==> images/final_placement.png <==
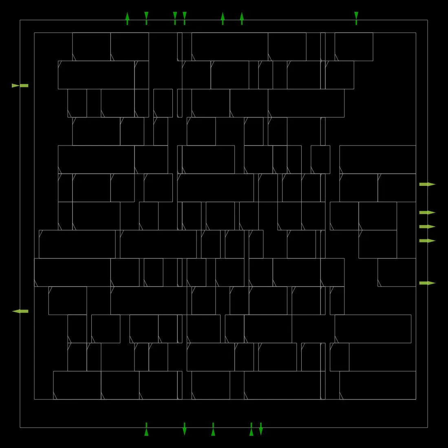
==> images/pins.png <==
Scale: 12 px per um. Pins as bars across the die edge, other pins in gray.
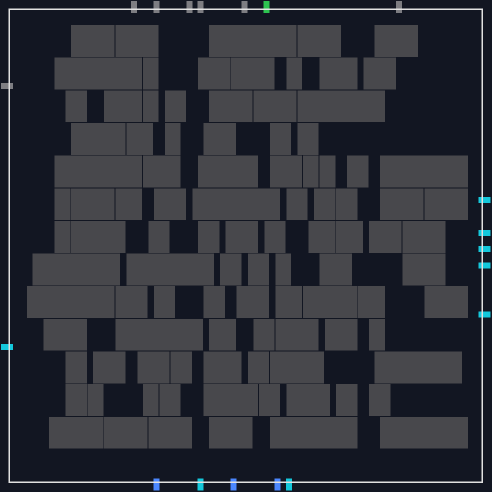
## config.mk

```make
export PLATFORM = sky130hd
export DESIGN_NAME = sum_accumulator
export DESIGN_NICKNAME = d
export VERILOG_FILES = /design/src/rtl/sum_accumulator.sv
export SDC_FILE = /design/constraint.sdc
export NUM_CORES = 1
export LEC_CHECK = 0
export ABC_AREA = 0
export ABC_CLOCK_PERIOD_IN_PS = 4390
export CAP_MARGIN = 20
export CORE_MARGIN = 1
export CORE_UTILIZATION = 49
export DETAILED_ROUTE_END_ITERATION = 8
export MAX_ROUTING_LAYER = met4
export PLACE_DENSITY = 0.81
export SYNTH_ARGS = -nofsm -noshare
export SYNTH_HDL_FRONTEND = slang
export SYNTH_SLANG_ARGS = --single-unit
```

## constraint.sdc

```tcl
create_clock -name clock -period 4.39 [get_ports clock]
set_input_delay 1.317 -clock clock [delete_from_list [all_inputs] [get_ports clock]]
set_output_delay 1.317 -clock clock [all_outputs]
set_load 0.02 [all_outputs]
```

## src/rtl/sum_accumulator.sv

```systemverilog
// sum_accumulator: clocked reduction stage behind the 2-bit adder.
// Accepts COUNT unsigned sums over a valid/ready handshake and adds them
// into a saturating ACC_W-bit register. The window total is then held on
// the output handshake until downstream takes it.
module sum_accumulator #(
  parameter int IN_W  = 3,
  parameter int ACC_W = 8,
  parameter int COUNT = 4
) (
  input  logic             clock,
  input  logic             reset,
  input  logic             clear,
  input  logic             in_valid,
  output logic             in_ready,
  input  logic [IN_W-1:0]  in_sum,
  output logic             out_valid,
  input  logic             out_ready,
  output logic [ACC_W-1:0] out_sum,
  output logic             out_ovf
);

  // With COUNT=1 the beat counter still needs one bit, which simply stays at 0.
  localparam int CNT_W = (COUNT > 1) ? $clog2(COUNT) : 1;
  localparam logic [CNT_W-1:0] CNT_LAST = CNT_W'(COUNT - 1);

  typedef enum logic {
    ACCUM = 1'b0,
    DONE  = 1'b1
  } state_t;

  state_t             state_q, state_d;
  logic [ACC_W-1:0]   acc_q, acc_d;
  logic [CNT_W-1:0]   cnt_q, cnt_d;
  logic               ovf_q, ovf_d;
  logic               accept;
  logic [ACC_W:0]     sum_wide;

  // The addition carries one spare bit. If that bit is set, the sum has
  // passed the largest value the accumulator can hold, so the result is
  // clamped to all ones.
  function automatic logic [ACC_W-1:0] sat_acc(input logic [ACC_W:0] s);
    if (s[ACC_W]) return {ACC_W{1'b1}};
    return s[ACC_W-1:0];
  endfunction

  assign in_ready  = (state_q == ACCUM) && !reset;
  assign accept    = in_valid && in_ready;
  assign sum_wide  = {1'b0, acc_q} + {{(ACC_W + 1 - IN_W){1'b0}}, in_sum};

  assign out_valid = (state_q == DONE);
  assign out_sum   = acc_q;
  assign out_ovf   = ovf_q;

  // Next-state logic. In both states, clear is checked before accept and
  // before the output handshake.
  always_comb begin
    state_d = state_q;
    acc_d   = acc_q;
    cnt_d   = cnt_q;
    ovf_d   = ovf_q;
    case (state_q)
      ACCUM: begin
        if (clear) begin
          acc_d = '0;
          cnt_d = '0;
          ovf_d = 1'b0;
        end else if (accept) begin
          acc_d = sat_acc(sum_wide);
          ovf_d = ovf_q | sum_wide[ACC_W];
          if (cnt_q == CNT_LAST) begin
            cnt_d   = '0;
            state_d = DONE;
          end else begin
            cnt_d = cnt_q + CNT_W'(1);
          end
        end
      end
      DONE: begin
        if (clear || out_ready) begin
          acc_d   = '0;
          cnt_d   = '0;
          ovf_d   = 1'b0;
          state_d = ACCUM;
        end
      end
      default: state_d = ACCUM;
    endcase
  end

  // State registers. Reset takes priority over every other input.
  always_ff @(posedge clock) begin
    if (reset) begin
      state_q <= ACCUM;
      acc_q   <= '0;
      cnt_q   <= '0;
      ovf_q   <= 1'b0;
    end else begin
      state_q <= state_d;
      acc_q   <= acc_d;
      cnt_q   <= cnt_d;
      ovf_q   <= ovf_d;
    end
  end

endmodule

```

==> flow report <==
========================================================================================
Status                                                                      finished, final reports clean
Tally of unique sky130hd cells used after synthesis                                   33
Inst Count DP                                                                        111
Req. time, crit path                                                             3070 ps
# clock sinks                                                                         12
Main logic family after synthesis                                           AND-OR/OR-AND gates
Cell area after synthesis                                                    681.9 sq um
Layout Utilization                                                                69.13%
Measured slew at the worst slew-check pin                                       630.5 ps
WS Path Type                                                                   in -> out
Number of post-CTS setup repair buffers                                                0
Total half-perimeter wirelength after legalization and detailed placement        1108 um
Final Total Pwr                                                                 209.0 uW
Clock group share of total power                                                   32.6%
Maximum number of pins on one net before global-route repair                          16
Final Cell Area                                                              899.6 sq um
CTS tree                                                                             yes
FA/HA/MAJ Cells, Area Fraction                                                    10.28%
DR DRC count                                                                           0
Number of pins exceeding their max-slew limit in the final report                      0
Post-synthesis cell count                                                             78
Cell type of the slowest stage on the worst timing path                     sky130_fd_sc_hd__clkdlybuf4s50_1
Cell mode on critical path                                                  sky130_fd_sc_hd__clkdlybuf4s50_1
Core utilization before placement                                                 52.40%
Final sum of negative setup slack                                                   0 ps
DRT antenna net count                                                                  0
Maximum operating frequency                                                    265.6 MHz
Number of nets in the final layout                                                   114
Unrepaired setup endpoints after global routing                                    false
Count of endpoints failing setup in the final report                                   0
Max Clock Skew                                                                  1.448 ps
Hold/Removal Path Class                                                       reg -> reg
Max-capacitance violation count                                                        0
Synthesized registers                                                                 12
Cell types occupying the most area after synthesis                          sky130_fd_sc_hd__dfxtp_1, sky130_fd_sc_hd__a21oi_1, sky130_fd_sc_hd__ha_1
Global-route wire length before repair                                           2394 um
DP Area                                                                      877.1 sq um
Arr. time, crit path                                                             2450 ps
Number of OpenROAD warnings                                                           26
Via density per instance                                                           6.044
Time the final worst path needs with I/O delays and setup                        3764 ps
Power share of the sequential group                                                53.3%
Number of buffers inserted by hold repair at cts                                       0
Pwr/cell area                                                               232.4 mW/mm^2
Internal power of the cells                                                     156.7 uW
Worst-path cell chain                                                       clkdlybuf4s50_1 -> nor2_1 -> clkdlybuf4s50_1
Layout cells sized above 1                                                        8.081%
Static leakage                                                              0.0003064 uW
Chip width                                                                      39.31 um
Number of global-route vias before repair                                            556
CTS root buffer                                                             sky130_fd_sc_hd__clkbuf_4
YS chip area                                                                 681.9 sq um
Top cell excl fill/tap                                                      sky130_fd_sc_hd__clkdlybuf4s50_1
Sw frac                                                                           25.04%
Insertion delay at the late pin of the worst-skew pair                            270 ps
GRT Total Usage                                                                   23.69%
Clock buffers created by TritonCTS                                                     3
Number of gates given a new drive strength after cts                                   0
IR drop worst, VDD                                                           0.0001603 V
Kind of launch point of the worst setup path                                primary input
Wirelength, routed                                                               1528 um
Syn-to-layout area delta                                                          31.93%
Number of input and output port buffers inserted                                      18
DIE HEIGHT                                                                      39.31 um
Post-layout instance count excluding filler cells                                    114
Share of the synthesized area in the top cell type                                35.23%
Overall overflow remaining after global route                                          0
Synthesized area divided by synthesized cell count                           8.742 sq um
Warnings, synthesis                                                                    0
Multiplexer share                                                                 1.468%
Simple-gate share of the synthesized area                                         22.94%
Compound Share, Synth                                                             24.95%
Die Area                                                                    0.001545 sq mm
Number of antenna violations at the first check in global routing                      0
========================================================================================
## Picture notes: final_placement.png
placement row count: 13
number of sequential cells in the layout: 12
flip-flop and latch share of the layout cell area: 26.70%
number of tapcells: 15
floorplan core area: 0.001301 sq mm

## Picture notes: pins.png
`out_sum` -> cyan  # pins 8, direction output, edge 5 right, 2 bottom, 1 left
`in_sum` -> blue  # pins 3, direction input, edge bottom
`out_valid` -> green  # pins 1, direction output, edge top
all pins by edge = 7 top, 5 bottom, 5 right, 2 left

-- area by class of cell --
| class | instances | area, sq um |
|---|---|---|
| fillers | 131 | 401.6 |
| repair buffers | 20 | 195.2 |
| flip-flops and latches | 12 | 240.2 |
| clock buffers | 3 | 22.52 |
| well taps | 15 | 18.77 |
| multi-input cells | 62 | 415.4 |
| inverters | 2 | 7.507 |
-- critical path, delay by kind of cell --
kind | cells | cell delay, ps
buffers and inverters | 2 | 1040
AND/OR/NAND/NOR | 1 | 100
-- synth_stat cells --
master                      n
sky130_fd_sc_hd__or4b_4     1
sky130_fd_sc_hd__inv_1      2
sky130_fd_sc_hd__buf_6      1
sky130_fd_sc_hd__a22oi_1    2
sky130_fd_sc_hd__xor2_1     1
sky130_fd_sc_hd__nor4b_1    1
sky130_fd_sc_hd__a211oi_1   1
sky130_fd_sc_hd__or4_1      1
sky130_fd_sc_hd__ha_1       4
sky130_fd_sc_hd__and2_0     1
sky130_fd_sc_hd__a31oi_1    2
sky130_fd_sc_hd__nor4_1     1
sky130_fd_sc_hd__fa_1       1
sky130_fd_sc_hd__o21ai_0    5
sky130_fd_sc_hd__a41oi_1    1
sky130_fd_sc_hd__nand2_1    5
sky130_fd_sc_hd__mux2i_1    1
sky130_fd_sc_hd__a21oi_1   11
sky130_fd_sc_hd__dfxtp_1   12
sky130_fd_sc_hd__nor3b_2    2
sky130_fd_sc_hd__o21ai_1    3
sky130_fd_sc_hd__nor2_1     5
sky130_fd_sc_hd__nor3b_1    1
sky130_fd_sc_hd__o31ai_1    1
sky130_fd_sc_hd__o211ai_1   1
sky130_fd_sc_hd__buf_4      1
sky130_fd_sc_hd__nand3_1    1
sky130_fd_sc_hd__nor3_1     4
sky130_fd_sc_hd__or3_1      1
sky130_fd_sc_hd__a32oi_1    1
sky130_fd_sc_hd__o21a_1     1
sky130_fd_sc_hd__and3_1     1
sky130_fd_sc_hd__nand4_1    1
-- power by group through the flow --
| stage | clock network [uW] | registers (uW) | logic, uW |
|---|---|---|---|
| floorplan | 0 | 115 | 14.8 |
| global placement | 0 | 114 | 28.6 |
| detailed placement | 0 | 114 | 29.2 |
| CTS | 70.0 | 112 | 29.4 |
| global route | 71.5 | 112 | 32.6 |
| finish | 68.1 | 112 | 29.4 |
-- layer usage --
layer | track usage, % | part of all wire [%] | vias up
met2 | 36.25 | 49 | 11
met1 | 31.01 | 46 | 335
met5 | - | 0 | -
met4 | 7.759 | 1.0 | 0
met3 | 5.114 | 3.1 | 2
li1 | - | - | 341
-- registers in the layout (all words and copies together), names as in the netlist --
| signal | count |
|---|---|
| cnt_q | 2 |
| out_valid | 1 |
| out_ovf | 1 |
| out_sum | 8 |
-- final timing paths --
path                                  end               startpoint  cells after the start
setup / recovery                 in_ready                    reset                      3
hold / removal    out_sum[2]$_SDFFE_PP0P_  out_sum[2]$_SDFFE_PP0P_                      2
setup reg to reg  out_sum[7]$_SDFFE_PP0P_  out_sum[0]$_SDFFE_PP0P_                      6
hold reg to reg   out_sum[2]$_SDFFE_PP0P_  out_sum[2]$_SDFFE_PP0P_                      2
Power is estimated from default activity; no workload was simulated.
